==> images/placement_by_type.png <==
Fill, decap, tap and diode cells in gray.
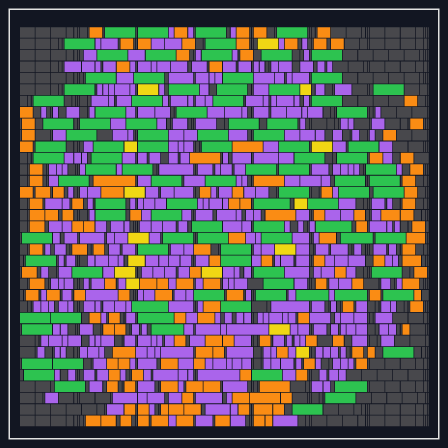
==> images/layer_met2.png <==
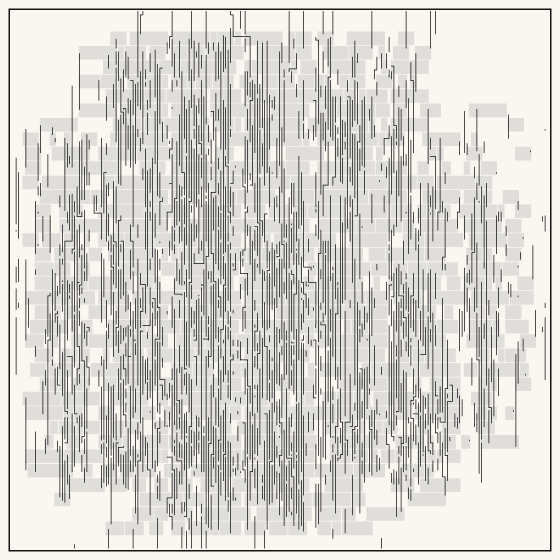
==> images/io_fan.png <==
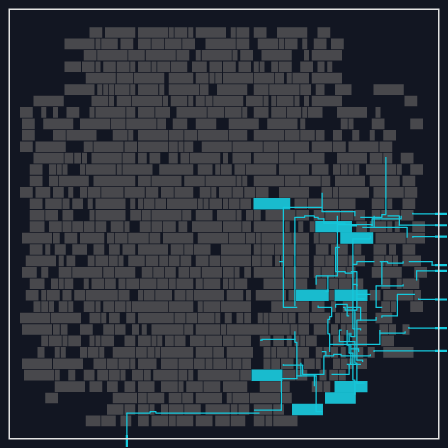
`config.mk`:
```
export PLATFORM = sky130hd
export DESIGN_NAME = imem_loader_flat
export DESIGN_NICKNAME = d
export VERILOG_FILES = /design/src/rtl/imem_loader_if.sv /design/src/rtl/imem_loader.sv /design/src/flat_wrapper.sv
export SDC_FILE = /design/constraint.sdc
export NUM_CORES = 1
export LEC_CHECK = 0
export ABC_CLOCK_PERIOD_IN_PS = 1810
export CORE_MARGIN = 2
export CORE_UTILIZATION = 49
export DETAILED_ROUTE_END_ITERATION = 6
export GPL_ROUTABILITY_DRIVEN = 0
export PLACE_DENSITY = 0.76
export RECOVER_POWER = 50
export SETUP_SLACK_MARGIN = 0.4
export SLEW_MARGIN = 5
export SYNTH_ARGS = -nofsm -noshare
export SYNTH_HDL_FRONTEND = slang
export SYNTH_SLANG_ARGS = --single-unit
export TNS_END_PERCENT = 10
```
`constraint.sdc`:
```
create_clock -name clk -period 1.81 [get_ports clk]
set_input_delay 0.2715 -clock clk [delete_from_list [all_inputs] [get_ports clk]]
set_output_delay 0.2715 -clock clk [all_outputs]
set_load 0.02 [all_outputs]
```
`src/rtl/imem_loader_if.sv`:
```
// Byte-stream valid/ready channel feeding the instruction-memory loader.
interface imem_loader_if;
  logic [7:0] byte_in;
  logic       byte_valid;
  logic       byte_ready;

  modport master (
    output byte_in,
    output byte_valid,
    input  byte_ready
  );

  modport slave (
    input  byte_in,
    input  byte_valid,
    output byte_ready
  );
endinterface

```
`src/rtl/imem_loader.sv`:
```
// Loads a framed, XOR-checksummed byte stream into instruction memory as little-endian
// 32-bit words, holding the CPU in reset until a clean image has been written.
module imem_loader #(
  parameter int unsigned ADDR_W    = 8,
  parameter int unsigned MAX_WORDS = 256
) (
  input  logic                clk,
  input  logic                rst,
  input  logic                start_i,
  imem_loader_if.slave        bus_if,
  output logic                mem_we_o,
  output logic [ADDR_W-1:0]   mem_addr_o,
  output logic [31:0]         mem_wdata_o,
  output logic                cpu_hold_o,
  output logic                busy_o,
  output logic                done_o,
  output logic                error_o,
  output logic [ADDR_W:0]     words_loaded_o
);

  typedef enum logic [2:0] {
    StIdle, StHdr0, StHdr1, StData, StCsum, StDone, StErr
  } state_e;

  state_e              state_q, state_d;
  logic [15:0]         n_q, n_d;
  logic [7:0]          csum_q, csum_d;
  logic [1:0]          byte_idx_q, byte_idx_d;
  logic [23:0]         word_q, word_d;
  logic                mem_we_q, mem_we_d;
  logic [ADDR_W-1:0]   mem_addr_q, mem_addr_d;
  logic [31:0]         mem_wdata_q, mem_wdata_d;
  logic [ADDR_W:0]     words_loaded_q, words_loaded_d;

  logic                accept;
  logic [15:0]         n_full;
  logic                last_word;

  always_ff @(posedge clk) begin
    if (rst) begin
      state_q        <= StIdle;
      n_q            <= '0;
      csum_q         <= '0;
      byte_idx_q     <= '0;
      word_q         <= '0;
      mem_we_q       <= 1'b0;
      mem_addr_q     <= '0;
      mem_wdata_q    <= '0;
      words_loaded_q <= '0;
    end else begin
      state_q        <= state_d;
      n_q            <= n_d;
      csum_q         <= csum_d;
      byte_idx_q     <= byte_idx_d;
      word_q         <= word_d;
      mem_we_q       <= mem_we_d;
      mem_addr_q     <= mem_addr_d;
      mem_wdata_q    <= mem_wdata_d;
      words_loaded_q <= words_loaded_d;
    end
  end

  // Status outputs decode directly from the state register.
  always_comb begin
    bus_if.byte_ready = 1'b0;
    busy_o            = 1'b0;
    unique case (state_q)
      StHdr0, StHdr1, StData, StCsum: begin
        bus_if.byte_ready = 1'b1;
        busy_o            = 1'b1;
      end
      default: ;
    endcase
    done_o         = (state_q == StDone);
    error_o        = (state_q == StErr);
    cpu_hold_o     = (state_q != StDone);
    mem_we_o       = mem_we_q;
    mem_addr_o     = mem_addr_q;
    mem_wdata_o    = mem_wdata_q;
    words_loaded_o = words_loaded_q;
  end

  always_comb begin
    state_d        = state_q;
    n_d            = n_q;
    csum_d         = csum_q;
    byte_idx_d     = byte_idx_q;
    word_d         = word_q;
    mem_we_d       = 1'b0;
    mem_addr_d     = mem_addr_q;
    mem_wdata_d    = mem_wdata_q;
    words_loaded_d = words_loaded_q;

    accept    = bus_if.byte_valid && bus_if.byte_ready;
    n_full    = {bus_if.byte_in, n_q[7:0]};
    last_word = (32'(words_loaded_q) + 32'd1) == 32'(n_q);

    unique case (state_q)
      StIdle, StDone, StErr: begin
        if (start_i) begin
          state_d        = StHdr0;
          n_d            = '0;
          csum_d         = '0;
          byte_idx_d     = '0;
          word_d         = '0;
          words_loaded_d = '0;
        end
      end
      StHdr0: begin
        if (accept) begin
          n_d[7:0] = bus_if.byte_in;
          csum_d   = csum_q ^ bus_if.byte_in;
          state_d  = StHdr1;
        end
      end
      StHdr1: begin
        if (accept) begin
          n_d    = n_full;
          csum_d = csum_q ^ bus_if.byte_in;
          if (32'(n_full) > MAX_WORDS)  state_d = StErr;
          else if (n_full == 16'd0)     state_d = StCsum;
          else                          state_d = StData;
        end
      end
      StData: begin
        if (accept) begin
          csum_d     = csum_q ^ bus_if.byte_in;
          byte_idx_d = byte_idx_q + 2'd1;
          unique case (byte_idx_q)
            2'd0: word_d[7:0]   = bus_if.byte_in;
            2'd1: word_d[15:8]  = bus_if.byte_in;
            2'd2: word_d[23:16] = bus_if.byte_in;
            2'd3: begin
              // Word address is the pre-increment count; N <= MAX_WORDS keeps it in range.
              mem_we_d       = 1'b1;
              mem_addr_d     = words_loaded_q[ADDR_W-1:0];
              mem_wdata_d    = {bus_if.byte_in, word_q};
              words_loaded_d = words_loaded_q + {{ADDR_W{1'b0}}, 1'b1};
              if (last_word) state_d = StCsum;
            end
          endcase
        end
      end
      StCsum: begin
        if (accept) state_d = (bus_if.byte_in == csum_q) ? StDone : StErr;
      end
      default: state_d = StIdle;
    endcase
  end

endmodule

```
`src/flat_wrapper.sv`:
```
// flat-port wrapper written by rule: the top's interface ports become plain ports
module imem_loader_flat 
#(
  parameter int unsigned ADDR_W    = 8,
  parameter int unsigned MAX_WORDS = 256
)
  (clk, rst, start_i, mem_we_o, mem_addr_o, mem_wdata_o, cpu_hold_o, busy_o, done_o, error_o, words_loaded_o, bus_if_byte_in, bus_if_byte_valid, bus_if_byte_ready);
  imem_loader_if bus_if_i ();
  input  logic clk;
  input  logic rst;
  input  logic start_i;
  output logic mem_we_o;
  output logic [ADDR_W-1:0] mem_addr_o;
  output logic [31:0] mem_wdata_o;
  output logic cpu_hold_o;
  output logic busy_o;
  output logic done_o;
  output logic error_o;
  output logic [ADDR_W:0] words_loaded_o;
  input wire logic [$bits(bus_if_i.byte_in)-1:0] bus_if_byte_in;
  input wire logic [$bits(bus_if_i.byte_valid)-1:0] bus_if_byte_valid;
  output wire logic [$bits(bus_if_i.byte_ready)-1:0] bus_if_byte_ready;
  assign bus_if_i.byte_in = bus_if_byte_in;
  assign bus_if_i.byte_valid = bus_if_byte_valid;
  assign bus_if_byte_ready = bus_if_i.byte_ready;
  imem_loader #(.ADDR_W(ADDR_W), .MAX_WORDS(MAX_WORDS)) u_core (.clk(clk), .rst(rst), .start_i(start_i), .bus_if(bus_if_i), .mem_we_o(mem_we_o), .mem_addr_o(mem_addr_o), .mem_wdata_o(mem_wdata_o), .cpu_hold_o(cpu_hold_o), .busy_o(busy_o), .done_o(done_o), .error_o(error_o), .words_loaded_o(words_loaded_o));
endmodule
```
==> notes.md <==
Implementation results.

The detail route stage leaves a number of antenna-violating nets equal to 0. The master cell of the clock root buffer is clkbuf_8. Per the synthesis report, the number of distinct cell types is 53. The share of power burned in the clock network is 20.1%. The final timing report lists clock skew as 12.0 ps. For the clock group, total power comes out at 1.38 mW.

For this run, the chip area from Yosys synthesis comes to 0.00470 mm². The initial core utilization is 50.6%. The instance area after placement is 0.00597 mm².

The data arrival time reported for the critical path is 2330 ps. The mean post-synth cell area is 8.15 µm². The combined global-route utilization of all metal layers is 27.0%. The die height is 102 µm.

The count of flip-flops with a built-in enable after synthesis is 0. Headroom to the max-slew limit came out at 69.9%. The OpenROAD report gives the critical path a required time of 2090 ps. The post-synthesis register bit count is 103.

For the worst-skew pair, the clock arrives at the later sink with an insertion delay of 380 ps. The transition time recorded at the tightest slew-check pin is 445 ps. The yosys cell count is 576. The layout net count is 712. The total area inside the core boundary comes to 0.00928 mm². Hold-check failures listed in the final report amount to 0.

The worst setup path is launched from a flop. Across all hold checks on the routed design, the worst slack comes to 309 ps. From synthesis to final layout, the design area changed by 46.8%. Per the post-place timing report, worst setup slack is -349 ps. The number of global-route vias before repair is 4484. The final reports fail on negative setup slack.

In the power breakdown, the biggest contributor is combinational logic. VDD sags by at most 0.000655 V. The share of the clock period used by the worst path after layout is 113%. The leading register cell type out of synthesis is dfxtp_1.

Entering global routing, the biggest net connects 54 pins. The net switching share of the total power is 37.7%. After detailed routing, the number of vias per cell comes to 5.76. The final count of negative-setup-slack endpoints is 3. The run finished, with violations left. The chip area is 0.0104 mm². The total half-perimeter wirelength after legalization and detailed placement is 8980 µm.

Global routing finished with a remaining overflow of 0. The final standard cell area without fillers is 0.00689 mm². The synthesized instance count is 576. The maximum net fanout on the critical path is 3.

The first global-routing pass estimated 22000 µm of wire. Per the CTS log, the maximum H-tree level is 3. Dividing total power by cell area gives a power density of 1000 mW/mm². The initial antenna violation count is 0. The violation tally recorded at the end of detailed-routing iteration 0 is 294. The worst min-delay path category is input port to flop.

The share of flip-flops with an asynchronous set or reset is 0%. For this design the total switching power over the nets is 2.60 mW. The Yosys step of the flow raised 0 warnings. The count of vias placed by the detailed router is 4772. The final timing report derives a shortest allowable period of 2040 ps. The library cell with the largest summed area after synthesis is dfxtp_1. The sequential power reported by the tool is 2.55 mW. Combinational power for this build is 2.96 mW. Per Yosys stat, the portion of area used by sequential elements is 43.9%. 0 antenna diodes ended up in the layout. The number of sinks on the clock net is 103. The tally of buffers added on design ports is 66.

The static leakage power is 3.02 nW. Once routing completed, OpenROAD measured the worst setup slack at -232 ps. The maximum count of clock buffers along a single path is 2. The max-slew violation total from the final report is 0. Setup repair after global routing could not meet its margin everywhere. The endpoint class of the critical path is a flop. TritonCTS built the clock tree.

The number of nets at floorplan is 593.
Back to the opening pictures, placement_by_type.png:
| color | class | cells | share of their area |
|---|---|---|---|
| orange | remaining buffers and delay cells | 154 | 21% |
| purple | combinational and other logic | 427 | 45% |
| green | sequential cells | 103 | 31% |
| yellow | clock drivers and dummy loads | 15 | 2.6% |
core occupancy in the finished layout: 74.3%
share of the final layout cell area in sequential cells: 30.2%
cell row count: 35

Back to the opening pictures, layer_met2.png:
longest straight run: 34.7 µm
main direction: vertical

Back to the opening pictures, io_fan.png:
| color | port | direction | edge | end cells | buffers | wire |
|---|---|---|---|---|---|---|
| cyan | words_loaded_o | output | 8 right, 1 bottom | 9 | 16 | 593 µm |

==> per-layer routing <==
| layer | global-route usage, % | part of all wire [%] | vias up |
|---|---|---|---|
| met5 | 0 | 0 | - |
| met4 | 11.5 | 2.7 | 0 |
| met3 | 5.13 | 6.5 | 38 |
| met2 | 45.4 | 50 | 230 |
| met1 | 33.9 | 41 | 2308 |
| li1 | - | - | 2196 |
==> final cells by class <==
class	instances	area (µm²)
multi-input combinational	413	2980
fill	643	2390
sequential	103	2080
timing repair buffer	154	1430
tap	129	161
clock buffer	9	124
inverter	14	57.6
clock inverter	6	53.8
==> cells in the final DEF (no fill, tap or decap), types with 6 or more instances in the layout <==
cell / n
nand2_1: 63
nand3_1: 7
mux2i_1: 20
o21ai_2: 9
xor2_1: 6
inv_1: 10
a21oi_2: 35
and2_1: 7
buf_6: 20
o21ai_1: 6
dlygate4sd2_1: 42
nand2_4: 19
nand3b_1: 16
clkdlybuf4s50_1: 10
buf_12: 6
dfxtp_1: 94
buf_4: 63
clkbuf_8: 9
a21oi_1: 44
nor2_1: 52
nand2_2: 30
xnor2_1: 11
o211ai_1: 9
==> critical path: stages (launching register included) <==
cell,delay [ps]
dfxtp_4,370
ha_4,260
xnor2_2,160
nand4_1,110
or4_4,570
o41a_1,370
o32ai_2,100
==> path summary, 6_finish.rpt <==
kind              slack [ps]               endpoint                startpoint  depth (start not counted)
setup / recovery        -230      u_core.state_q[2]  u_core.words_loaded_o[0]                          6
hold reg to reg          450  u_core.mem_wdata_o[3]     u_core.mem_wdata_o[3]                          2
hold / removal           310       u_core.csum_q[3]                       rst                          2
setup reg to reg        -230      u_core.state_q[2]  u_core.words_loaded_o[0]                          6
==> registers in the layout, summed over array words and instances (netlist names) <==
register / cells
u_core.byte_idx_q: 2
u_core.csum_q: 8
u_core.mem_addr_o: 8
u_core.mem_wdata_o: 32
u_core.mem_we_o: 1
u_core.n_q: 16
u_core.state_q: 3
u_core.word_q: 24
u_core.words_loaded_o: 9
==> cells by family after synthesis <==
family	Yosys count	share of synthesized area, %
simple gates	230	22.5
compound gates	132	16.7
flops	103	43.9
buf+inv	60	6.34
mux	26	5.54
xor+xnor	20	3.73
fa+ha+maj	5	1.33
==> cells in the mapped netlist, types with 2 or more instances <==
master	number
or4_1	3
xor2_1	7
nor2_1	57
xnor2_1	13
or4_4	2
clkbuf_1	32
o211ai_1	9
nand3b_1	16
o41ai_2	2
o21a_1	4
o21ai_0	17
nor3_1	6
buf_2	3
buf_6	8
buf_4	2
ha_1	5
dfxtp_1	103
nand2_1	112
a21oi_1	82
a211oi_1	2
nand3_1	9
mux2i_1	26
nor4_1	3
or3_1	2
nand4_1	5
and2_1	7
inv_1	13
==> per-stage QoR <==
step	util (%)	setup TNS [ps]	cells
2_1_floorplan	-	-105	576
3_3_place_gp	64.3	-6200	804
3_5_place_dp	64.3	-9890	804
4_1_cts	72.0	-440	827
5_1_grt	74.3	-767	828
6_report	74.3	-673	828
==> what timing repair did <==
item                       4_1_cts  5_1_grt
setup buffers                    8        0
gates cloned                     0        1
hold endpoints to repair         0        0
setup endpoints to repair      158      115
pin swaps                      168       78
hold buffers                     0        0
resized                        244       59
Power figures rest on the tool's default switching activity, not on a simulated workload.
